$ cat config.mk
export PLATFORM = sky130hd
export DESIGN_NAME = dbuf_pingpong_ctrl
export DESIGN_NICKNAME = d
export VERILOG_FILES = /design/src/rtl/dbuf_pingpong_ctrl.sv
export SDC_FILE = /design/constraint.sdc
export NUM_CORES = 1
export LEC_CHECK = 0
export ABC_CLOCK_PERIOD_IN_PS = 3200
export CAP_MARGIN = 20
export CORE_MARGIN = 8
export CORE_UTILIZATION = 23
export DETAILED_ROUTE_END_ITERATION = 7
export GPL_TIMING_DRIVEN = 0
export SYNTH_ARGS = -nofsm -noshare
export SYNTH_HDL_FRONTEND = slang
export SYNTH_SLANG_ARGS = --single-unit
$ cat constraint.sdc
create_clock -name clk -period 3.2 [get_ports clk]
set_input_delay 0.64 -clock clk [delete_from_list [all_inputs] [get_ports clk]]
set_output_delay 0.64 -clock clk [all_outputs]
set_load 0.005 [all_outputs]
$ cat src/rtl/dbuf_pingpong_ctrl.sv
// Ping-pong double-buffer controller: fills one bank while the other drains through a 2-entry skid buffer.
// Optional drained-frame counter enabled by defining DBUF_CTRL_FRAME_CNT_EN.
module dbuf_pingpong_ctrl #(
   parameter int AWIDTH    = 11,
   parameter int NUM_WORDS = 2048,
   parameter int DWIDTH    = 40
) (
   input  logic              clk,
   input  logic              reset,
   input  logic              in_valid,
   input  logic [DWIDTH-1:0] in_data,
   output logic              in_ready,
   output logic              out_valid,
   output logic [DWIDTH-1:0] out_data,
   input  logic              out_ready,
   output logic [1:0]        mem_wr_en,
   output logic [AWIDTH-1:0] mem_wr_addr,
   output logic [DWIDTH-1:0] mem_wr_data,
   output logic              mem_rd_bank,
   output logic [AWIDTH-1:0] mem_rd_addr,
   input  logic [DWIDTH-1:0] mem_rd_data0,
   input  logic [DWIDTH-1:0] mem_rd_data1,
   output logic [15:0]       frame_cnt
);

   localparam logic [AWIDTH-1:0] LAST_ADDR = AWIDTH'(NUM_WORDS - 1);

   logic              wr_bank, rd_bank;
   logic [1:0]        bank_full;
   logic [AWIDTH-1:0] wr_ptr, rd_ptr;

   logic              wr_fire, wr_last, rd_last;
   logic [1:0]        set_mask, clr_mask;
   logic              vld_p0;
   logic              vld_p1, bank_p1;
   logic [DWIDTH-1:0] rd_data_p1;

   logic [1:0]        skid_cnt, occ;
   logic [DWIDTH-1:0] skid_q0, skid_q1;
   logic              pop;

   // ---- write side ----
   assign in_ready    = !bank_full[wr_bank];
   assign wr_fire     = in_valid && in_ready && !reset;
   assign wr_last     = (wr_ptr == LAST_ADDR);
   assign mem_wr_en   = wr_fire ? (wr_bank ? 2'b10 : 2'b01) : 2'b00;
   assign mem_wr_addr = wr_ptr;
   assign mem_wr_data = in_data;
   assign set_mask    = (wr_fire && wr_last) ? (wr_bank ? 2'b10 : 2'b01) : 2'b00;

   // ---- read issue (p0) ----
   // A word popped this cycle frees its slot, so the issue credit counts it as
   // already gone; this is what sustains one read per cycle.
   assign pop         = out_valid && out_ready;
   assign occ         = skid_cnt + 2'(vld_p1) - 2'(pop);
   assign vld_p0      = bank_full[rd_bank] && (occ < 2'd2);
   assign rd_last     = (rd_ptr == LAST_ADDR);
   assign clr_mask    = (vld_p0 && rd_last) ? (rd_bank ? 2'b10 : 2'b01) : 2'b00;
   assign mem_rd_bank = rd_bank;
   assign mem_rd_addr = rd_ptr;

   // ---- read return (p1) ----
   assign rd_data_p1  = bank_p1 ? mem_rd_data1 : mem_rd_data0;

   assign out_valid   = (skid_cnt != 2'd0);
   assign out_data    = out_valid ? skid_q0 : '0;

   always_ff @(posedge clk or posedge reset) begin
      if (reset) begin
         wr_bank   <= 1'b0;
         rd_bank   <= 1'b0;
         bank_full <= 2'b00;
         wr_ptr    <= '0;
         rd_ptr    <= '0;
         vld_p1    <= 1'b0;
         bank_p1   <= 1'b0;
         skid_cnt  <= 2'd0;
      end else begin
         if (wr_fire) begin
            wr_ptr <= wr_last ? '0 : wr_ptr + AWIDTH'(1);
            if (wr_last) wr_bank <= ~wr_bank;
         end
         if (vld_p0) begin
            rd_ptr <= rd_last ? '0 : rd_ptr + AWIDTH'(1);
            if (rd_last) rd_bank <= ~rd_bank;
         end
         bank_full <= (bank_full & ~clr_mask) | set_mask;
         vld_p1    <= vld_p0;
         bank_p1   <= rd_bank;
         skid_cnt  <= occ;
      end
   end

   // Skid storage carries data only; its validity lives in skid_cnt.
   always_ff @(posedge clk) begin
      case ({vld_p1, pop})
         2'b10: begin
            if (skid_cnt == 2'd0) skid_q0 <= rd_data_p1;
            else                  skid_q1 <= rd_data_p1;
         end
         2'b01: skid_q0 <= skid_q1;
         2'b11: begin
            if (skid_cnt == 2'd1) begin
               skid_q0 <= rd_data_p1;
            end else begin
               skid_q0 <= skid_q1;
               skid_q1 <= rd_data_p1;
            end
         end
         default: ;
      endcase
   end

`ifdef DBUF_CTRL_FRAME_CNT_EN
   logic [15:0] frame_cnt_q;

   always_ff @(posedge clk or posedge reset) begin
      if (reset)                 frame_cnt_q <= 16'd0;
      else if (vld_p0 && rd_last) frame_cnt_q <= frame_cnt_q + 16'd1;
   end

   assign frame_cnt = frame_cnt_q;
`else
   assign frame_cnt = 16'd0;
`endif

endmodule

### Routed clock nets over the placement, run 1

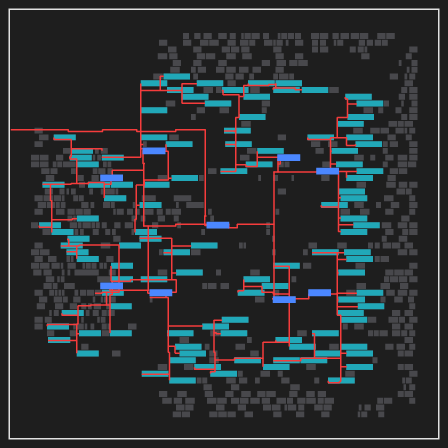
[clock wires] red | length: 1480 µm
[flip-flops] cyan | count: 110
[clock drivers] blue | count: 9
flops lie: spread over the die
routed clock nets: 10

### Wiring heat map, run 1

The die is cut into 34 by 34 equal tiles; dark blue is low, red is high, scaled to the fullest tile. Values are wire area over tile area, all layers added.
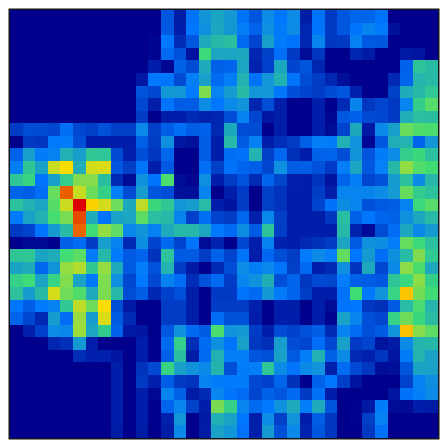
fullest tile: 0.45
densest ninth of the die: middle left
tiles over half the peak: 6.1%
nearly empty tiles: 23%
mean over tiles: 0.086

### Cell sizes after repair, run 1

Bar = 50 µm.
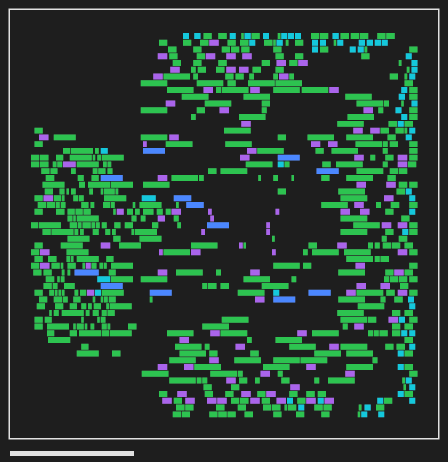
| size | color | cells | share |
|---|---|---|---|
| _6 and larger | blue | 12 | 1.8% |
| _2 cells | purple | 97 | 15% |
| _3 and _4 cells | cyan | 62 | 9.5% |
| _0 and _1 cells | green | 479 | 74% |

==> results.toml, run 1 <==
# generated from flow reports
[timing]
post-route-min-period_ns = 2.914
finalWorstSetupSlack_ns = 0.2856
hold_ws_ns = 0.5010
final-setup-viol-count = 0
hold_violations = 0
timing.setup.tns_ns = 0
finalClockPeriodUsage = 0.9108
rsz0062_at_grt = "no"
max_slew_margin = 0.4488
measured_slew_at_the_worst_slew_check_pin_ns = 0.8250
finClkSkew_ns = 0.007600

[placement]
placed_cells_incl_taps = 958
place.detailed.hpwl_um = 11990
port_buffers = 190
placement.cell_area_mm2 = 0.008033
globalplace.congestion = 0.7603
place_worst_setup_slack_ns = 0.1602

[layout]
final.signal_buffer_count = 261
dominant-cell-class = "registers"
fillerInstances = 2405
seq_area_frac = 0.3790
nonClockInverterCount = 8
mi_logic_area_mm2 = 0.002019
finalNonFillerCells = 974
clock_cell_area_share = 0.03188
layout.cells.most_common_list = "190 x clkdlybuf4s50_1, 82 x mux2_2, 80 x edfxtp_1"
final.clkbuf_count = 9
final_util = 0.3441
n_multi_input_combinational_cell = 256
final_common_cell = "clkdlybuf4s50_1"
top_regs = "skid_q0 (40), skid_q1 (40)"
sh_comb_area = 0.2427
layout-drive-gt1-share = 0.2631
area_growth_pct = 48.02
final-seq-area_mm2 = 0.003153
area_share_nonclk_buffers = 0.2940
sequential_cell_total = 110
finalNetCount = 773
insertedDiodeCount = 0
stdcell_area_mm2 = 0.008319

[global_routing]
grtUsageMet1 = 0.1169
first_pass_grt_wire_length_um = 23140
busiest_layer = "met2"
first_global_vias = 4177
groute.layer.met3.usage = 0.03950
grt_util_all_layers = 0.1013
grt_start_max_net_pins = 41
grt_overflow = 0
grt.met2_usage = 0.1739
initial_antenna_violation_count = 0

[drt]
drc = 0
first_iter_violations = 113
met2RoutedLength_um = 7500
drt_wl_total_um = 15540
route.layer.met1.wl_um = 6257
drt.antenna.violating_nets = 0
wl_met3_um = 1645
total_via_count_in_the_routed_design = 3952
wire_per_inst_um = 15.95
routed.top_layer = "met4"
detail_route.first_pass.iterations = 4

[pwr]
clock_power_mw = 1.02
clockPowerShare = 0.336
post-layout-total-power_mw = 3.041
p_seq_mw = 1.61
part_of_the_total_power_dissipated_in_sequential_elements = 0.529
power.ir.vdd_worst_uv = 246.6
combinationalPowerShare = 0.134
total_switching_power_mw = 0.6688
power_switching_share = 0.2199
top_power_group = "registers"
total_leakage_power_nw = 3.059
intPower_mw = 2.372
power-per-cell-area_mw_per_mm2 = 365.6
combinationalPower_mw = 0.409

[worst_setup_path]
crit-reg2reg-capture = "mem_rd_addr[5]$_DFFE_PP0P_"
critical_path_data_arrival_time_ns = 2.27
critical_path.startpoint_type = "flip-flop"
worst-r2r-setup-slack_ns = 0.88
critPathTopFamily = "buffers and inverters"
timing.critical_path.slowest_cell_delay_ns = 0.53
critPathKind = "flip-flop to output pin"
path_buffers = 2
timing.critical_path.slowest_stage_cell = "clkdlybuf4s50_1"
critical_path.endpoint_type = "output pin"
crit_cells = 4
critical_path.endpoint = "out_data[26]"
cp_max_fo = 10
timing.critical_path.from = "skid_cnt[1]$_DFF_PP0_"
critical_path_required_ns = 2.56
r2r.worst_path.cells = 6
critical_path.reg2reg.startpoint = "skid_cnt[0]$_DFF_PP0_"
worstPathCellList = "nor2_1 -> clkbuf_1 -> nor2b_1 -> clkdlybuf4s50_1"

[hold_path]
hold_path_depth = 1
hold_path_startpoint = "mem_wr_addr[10]$_DFFE_PP0N_"
worstHoldPathType = "flip-flop to flip-flop"
worst_hold_path.endpoint = "mem_wr_addr[10]$_DFFE_PP0N_"

[synth]
synth-xor-area-share = 0.02337
ys_types = 43
top_cells_by_area = "edfxtp_1 43%, mux2_2 16%, dfrtp_1 13%"
synthesis.instances = 427
synth_flop_count = 110
top_count_cell_post_synth = "mux2_2"
compound_area_frac = 0.03807
post_synth.cell_area_avg_um2 = 13.16
synth_chip_area_mm2 = 0.005620
syn_area_mm2 = 0.005620
synth.logic.top_family = "multiplexers"
post_synth_mux_area_share = 0.1670
post-synth-top-area-cell = "edfxtp_1"
number_of_cell_instances_after_yosys_synthesis = 427
dominant_register_cell = "edfxtp_1"
synth.yosys.seq_area_share = 0.5610
share_of_synthesized_registers_carrying_an_async_set_or_reset = 0.2727
yosys.area_share.adder = 0.006679
common_cells = "82 x mux2_2, 80 x edfxtp_1, 56 x buf_4"
area_share_of_the_largest_cell_type_after_synthesis = 0.4274
edff_count_synth = 80

[clocking]
cts_setup_buffers = 0
h-tree-depth = 3
tritoncts = "done"
post_cts.resized_instances = 0
holdBufCountCts = 0
clk_root_buffer_cell = "clkbuf_16"
cts_buffer_depth = 2
clock_latency_ns = 0.35
worst_setup_hold_path_clk_slew_ns = 0.07
clkSinkCount = 110
tritoncts.num_buffers = 9

[floorplanning]
die_h_um = 172.3
core_mm2 = 0.02418
die_x_um = 172.3
floorplanUtilization = 0.2325
io_pins = 247
core.rowCount = 57
tap_cells = 324
die_area_mm2 = 0.02969

[job]
max-cap-violations = 0
warnings = 26

[outcome]
status = "finished clean"
### Sequential cells colored by netlist name, run 1

Bar = 50 µm.
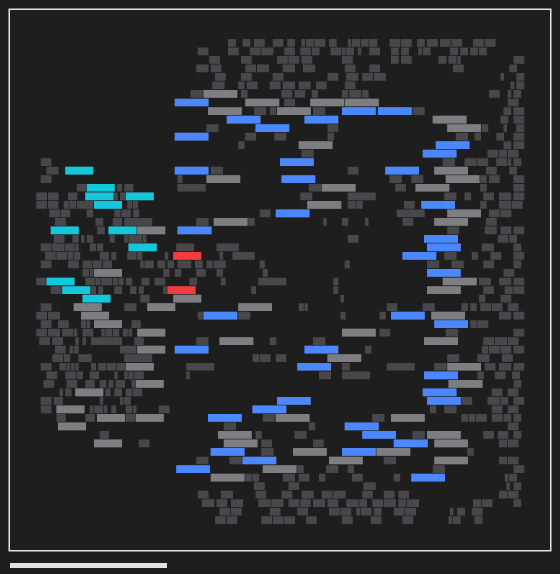

--- run 2 (diff from run 1) ---
--- a/config.mk
+++ b/config.mk
@@ -5,12 +5,13 @@
 export SDC_FILE = /design/constraint.sdc
 export NUM_CORES = 1
 export LEC_CHECK = 0
-export ABC_CLOCK_PERIOD_IN_PS = 3200
 export CAP_MARGIN = 20
 export CORE_MARGIN = 8
 export CORE_UTILIZATION = 23
 export DETAILED_ROUTE_END_ITERATION = 7
 export GPL_TIMING_DRIVEN = 0
+export PLACE_DENSITY = 0.46
+export SETUP_SLACK_MARGIN = 0.4
 export SYNTH_ARGS = -nofsm -noshare
 export SYNTH_HDL_FRONTEND = slang
 export SYNTH_SLANG_ARGS = --single-unit
### Sequential cells colored by netlist name, run 2

Bar = 50 µm.
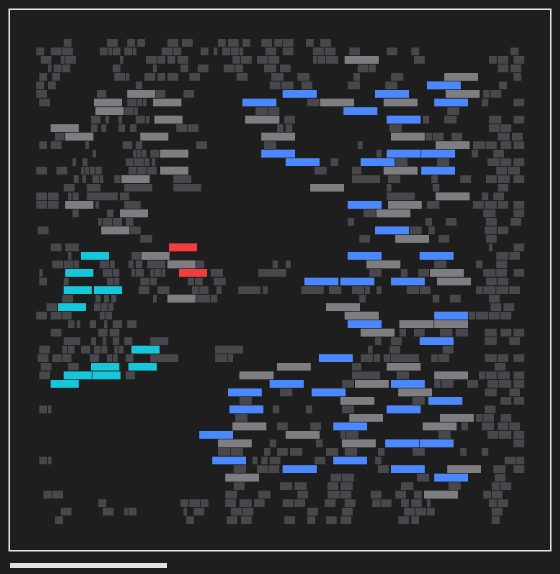
| name in the netlist | color | placed flops |
|---|---|---|
| skid_q1 | blue | 40 |
| skid_cnt | red | 2 |
| mem_rd_addr | cyan | 11 |

### Placed standard cells, run 2

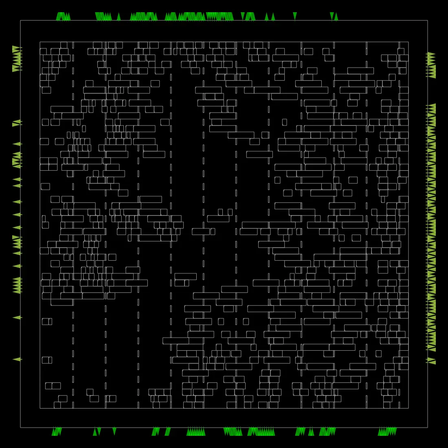
area inside the core boundary: 0.02418 mm²
tapcell count: 324
number of placement rows: 57
flip-flop and latch count: 110
sequential portion of the cell area: 0.3763

==> run 2 against run 1 <==
Sequential share of layout area is 0.27 points lower. Synthesized area stayed put. Non-clock buffer count unchanged. Via count is 1.2% higher. Global-route usage increased by 0.46 points. Fmax rose by 5.3%. Clock power increased by about 10%. Sequential cell count did not move. Design area grew 0.72%. Total power is 4.2% higher. Largest cell class unchanged.
==> results.toml, run 2 <==
# generated from flow reports
[worst_setup_path]
critical_path.startpoint_type = "primary input"
critPathTopFamily = "buffers and inverters"
r2r.worst_path.cells = 7
cp_max_fo = 5
critical_path_data_arrival_time_ns = 2.13
timing.critical_path.from = "in_valid"
path_buffers = 2
critPathKind = "primary input to output pin"
critical_path_required_ns = 2.56
timing.critical_path.slowest_cell_delay_ns = 0.52
worstPathCellList = "clkdlybuf4s50_1 -> nor2b_1 -> nand2_2 -> nor2_1 -> clkdlybuf4s50_1"

[layout]
mi_logic_area_mm2 = 0.002038
area_share_nonclk_buffers = 0.2927
sh_comb_area = 0.2432
final-seq-area_mm2 = 0.003153
n_multi_input_combinational_cell = 256
finalNonFillerCells = 975
top_regs = "skid_q0 (40), skid_q1 (40)"
final.signal_buffer_count = 261
nonClockInverterCount = 8
final_common_cell = "clkdlybuf4s50_1"
dominant-cell-class = "registers"

[pwr]
total_leakage_power_nw = 3.101
combinationalPower_mw = 0.413
post-layout-total-power_mw = 3.169
total_switching_power_mw = 0.7614
top_power_group = "registers"
combinationalPowerShare = 0.130
power-per-cell-area_mw_per_mm2 = 378.2
clockPowerShare = 0.362
part_of_the_total_power_dissipated_in_sequential_elements = 0.508

[synth]
post_synth.cell_area_avg_um2 = 13.16
post-synth-top-area-cell = "edfxtp_1"
synth-xor-area-share = 0.02337
post_synth_mux_area_share = 0.1670
ys_types = 43
compound_area_frac = 0.03807
share_of_synthesized_registers_carrying_an_async_set_or_reset = 0.2727
area_share_of_the_largest_cell_type_after_synthesis = 0.4274
synthesis.instances = 427
synth_chip_area_mm2 = 0.005620
yosys.area_share.adder = 0.006679
common_cells = "82 x mux2_2, 80 x edfxtp_1, 56 x buf_4"

[floorplanning]
die_area_mm2 = 0.02969
die_x_um = 172.3
die_h_um = 172.3

[drt]
met2RoutedLength_um = 7944
first_iter_violations = 83
routed.top_layer = "met4"
drt.antenna.violating_nets = 0
wl_met3_um = 1376

[global_routing]
groute.layer.met3.usage = 0.03699
first_global_vias = 4312
grt_overflow = 0
busiest_layer = "met2"
grtUsageMet1 = 0.1274
first_pass_grt_wire_length_um = 24170

[timing]
measured_slew_at_the_worst_slew_check_pin_ns = 0.5655
max_slew_margin = 0.6226
finalClockPeriodUsage = 0.8647

[job]
max-cap-violations = 0

[clocking]
tritoncts = "done"
h-tree-depth = 3
clkSinkCount = 110

[placement]
placement.cell_area_mm2 = 0.008033
port_buffers = 190
place.detailed.hpwl_um = 12420

[outcome]
status = "finished clean"
### Wiring heat map, run 2

The die is cut into 34 by 34 equal tiles; dark blue is low, red is high, scaled to the fullest tile. Values are wire area over tile area, all layers added.
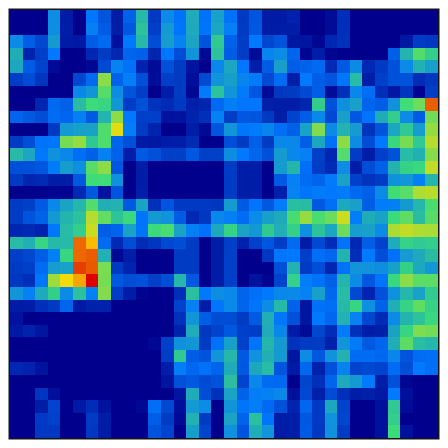

--- run 3 (diff from run 2) ---
--- a/config.mk
+++ b/config.mk
@@ -9,7 +9,8 @@
 export CORE_MARGIN = 8
 export CORE_UTILIZATION = 23
 export DETAILED_ROUTE_END_ITERATION = 7
-export GPL_TIMING_DRIVEN = 0
+export GPL_ROUTABILITY_DRIVEN = 0
+export GPL_TIMING_DRIVEN = 1
 export PLACE_DENSITY = 0.46
 export SETUP_SLACK_MARGIN = 0.4
 export SYNTH_ARGS = -nofsm -noshare
### Wiring heat map, run 3

The die is cut into 34 by 34 equal tiles; dark blue is low, red is high, scaled to the fullest tile. Values are wire area over tile area, all layers added.
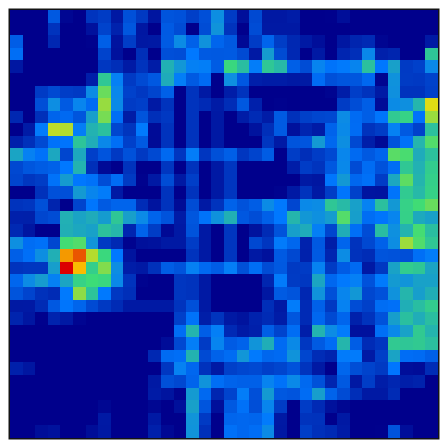
mean over tiles: 0.077
fullest tile: 0.52
densest ninth of the die: middle right

==> run 3 against run 2 <==
Clock skew fell by 0.0034 ns. Wire length shrank 14%. Worst hold slack gained 0.010 ns. Synthesized cell count stayed put. Largest cell class unchanged. Critical path type unchanged. Design area down 10%. Highest routed layer unchanged.
==> results.toml, run 3 <==
# generated from flow reports
[worst_setup_path]
worst-r2r-setup-slack_ns = 1.02
r2r.worst_path.cells = 7
critical_path.endpoint_type = "output pin"
timing.critical_path.slowest_cell_delay_ns = 0.51
critical_path_required_ns = 2.56
critPathTopFamily = "buffers and inverters"
timing.critical_path.slowest_stage_cell = "clkdlybuf4s50_1"
critical_path_data_arrival_time_ns = 2.08
cp_max_fo = 5
critical_path.startpoint_type = "primary input"
critPathKind = "primary input to output pin"

[layout]
dominant-cell-class = "registers"
area_share_nonclk_buffers = 0.2111
fillerInstances = 2441
seq_area_frac = 0.4194
area_growth_pct = 33.82
stdcell_area_mm2 = 0.007521
final.signal_buffer_count = 156
final_util = 0.3111
final-seq-area_mm2 = 0.003154
clock_cell_area_share = 0.03959
insertedDiodeCount = 0
sequential_cell_total = 110
nonClockInverterCount = 8
layout-drive-gt1-share = 0.2125
n_multi_input_combinational_cell = 256
finalNonFillerCells = 870
final.clkbuf_count = 9

[clocking]
clk_root_buffer_cell = "clkbuf_16"
worst_setup_hold_path_clk_slew_ns = 0.08
post_cts.resized_instances = 1
cts_buffer_depth = 2
h-tree-depth = 3
tritoncts = "done"
tritoncts.num_buffers = 9

[synth]
post_synth.cell_area_avg_um2 = 13.16
post_synth_mux_area_share = 0.1670
synth_flop_count = 110
top_count_cell_post_synth = "mux2_2"
dominant_register_cell = "edfxtp_1"
share_of_synthesized_registers_carrying_an_async_set_or_reset = 0.2727
top_cells_by_area = "edfxtp_1 43%, mux2_2 16%, dfrtp_1 13%"
syn_area_mm2 = 0.005620
post-synth-top-area-cell = "edfxtp_1"
common_cells = "82 x mux2_2, 80 x edfxtp_1, 56 x buf_4"
synth-xor-area-share = 0.02337
synthesis.instances = 427
area_share_of_the_largest_cell_type_after_synthesis = 0.4274
synth.logic.top_family = "multiplexers"

[job]
max-cap-violations = 0

[floorplanning]
tap_cells = 324
floorplanUtilization = 0.2325
io_pins = 247
die_area_mm2 = 0.02969
die_x_um = 172.3
core_mm2 = 0.02418
core.rowCount = 57
die_h_um = 172.3

[pwr]
clock_power_mw = 1.13
part_of_the_total_power_dissipated_in_sequential_elements = 0.531
top_power_group = "registers"
intPower_mw = 2.317
combinationalPower_mw = 0.298
total_switching_power_mw = 0.7200
power_switching_share = 0.2371

[timing]
post-route-min-period_ns = 2.723
finalClockPeriodUsage = 0.8510
final-setup-viol-count = 0
hold_ws_ns = 0.5222
measured_slew_at_the_worst_slew_check_pin_ns = 0.9725
hold_violations = 0
max_slew_margin = 0.3517

[drt]
routed.top_layer = "met4"
total_via_count_in_the_routed_design = 3611
drt_wl_total_um = 14090
first_iter_violations = 108
detail_route.first_pass.iterations = 4
drt.antenna.violating_nets = 0

[global_routing]
initial_antenna_violation_count = 0
grt_start_max_net_pins = 42
grt.met2_usage = 0.1457

[placement]
port_buffers = 150
place.detailed.hpwl_um = 9820
placement.cell_area_mm2 = 0.007212
place_worst_setup_slack_ns = 0.2030

[hold_path]
hold_path_startpoint = "mem_rd_addr[10]$_DFFE_PP0P_"

[outcome]
status = "finished clean"
### Routed clock nets over the placement, run 3

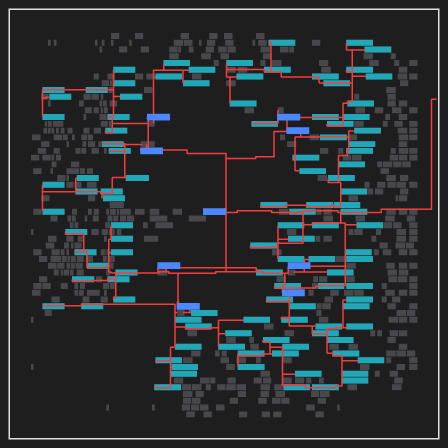
[clock wires] red | length: 1580 µm
[clock drivers] blue | count: 9
[flip-flops] cyan | count: 110
routed clock nets: 10
flops lie: spread over the die

No activity file was given, so power comes from the tool's default toggle rates.
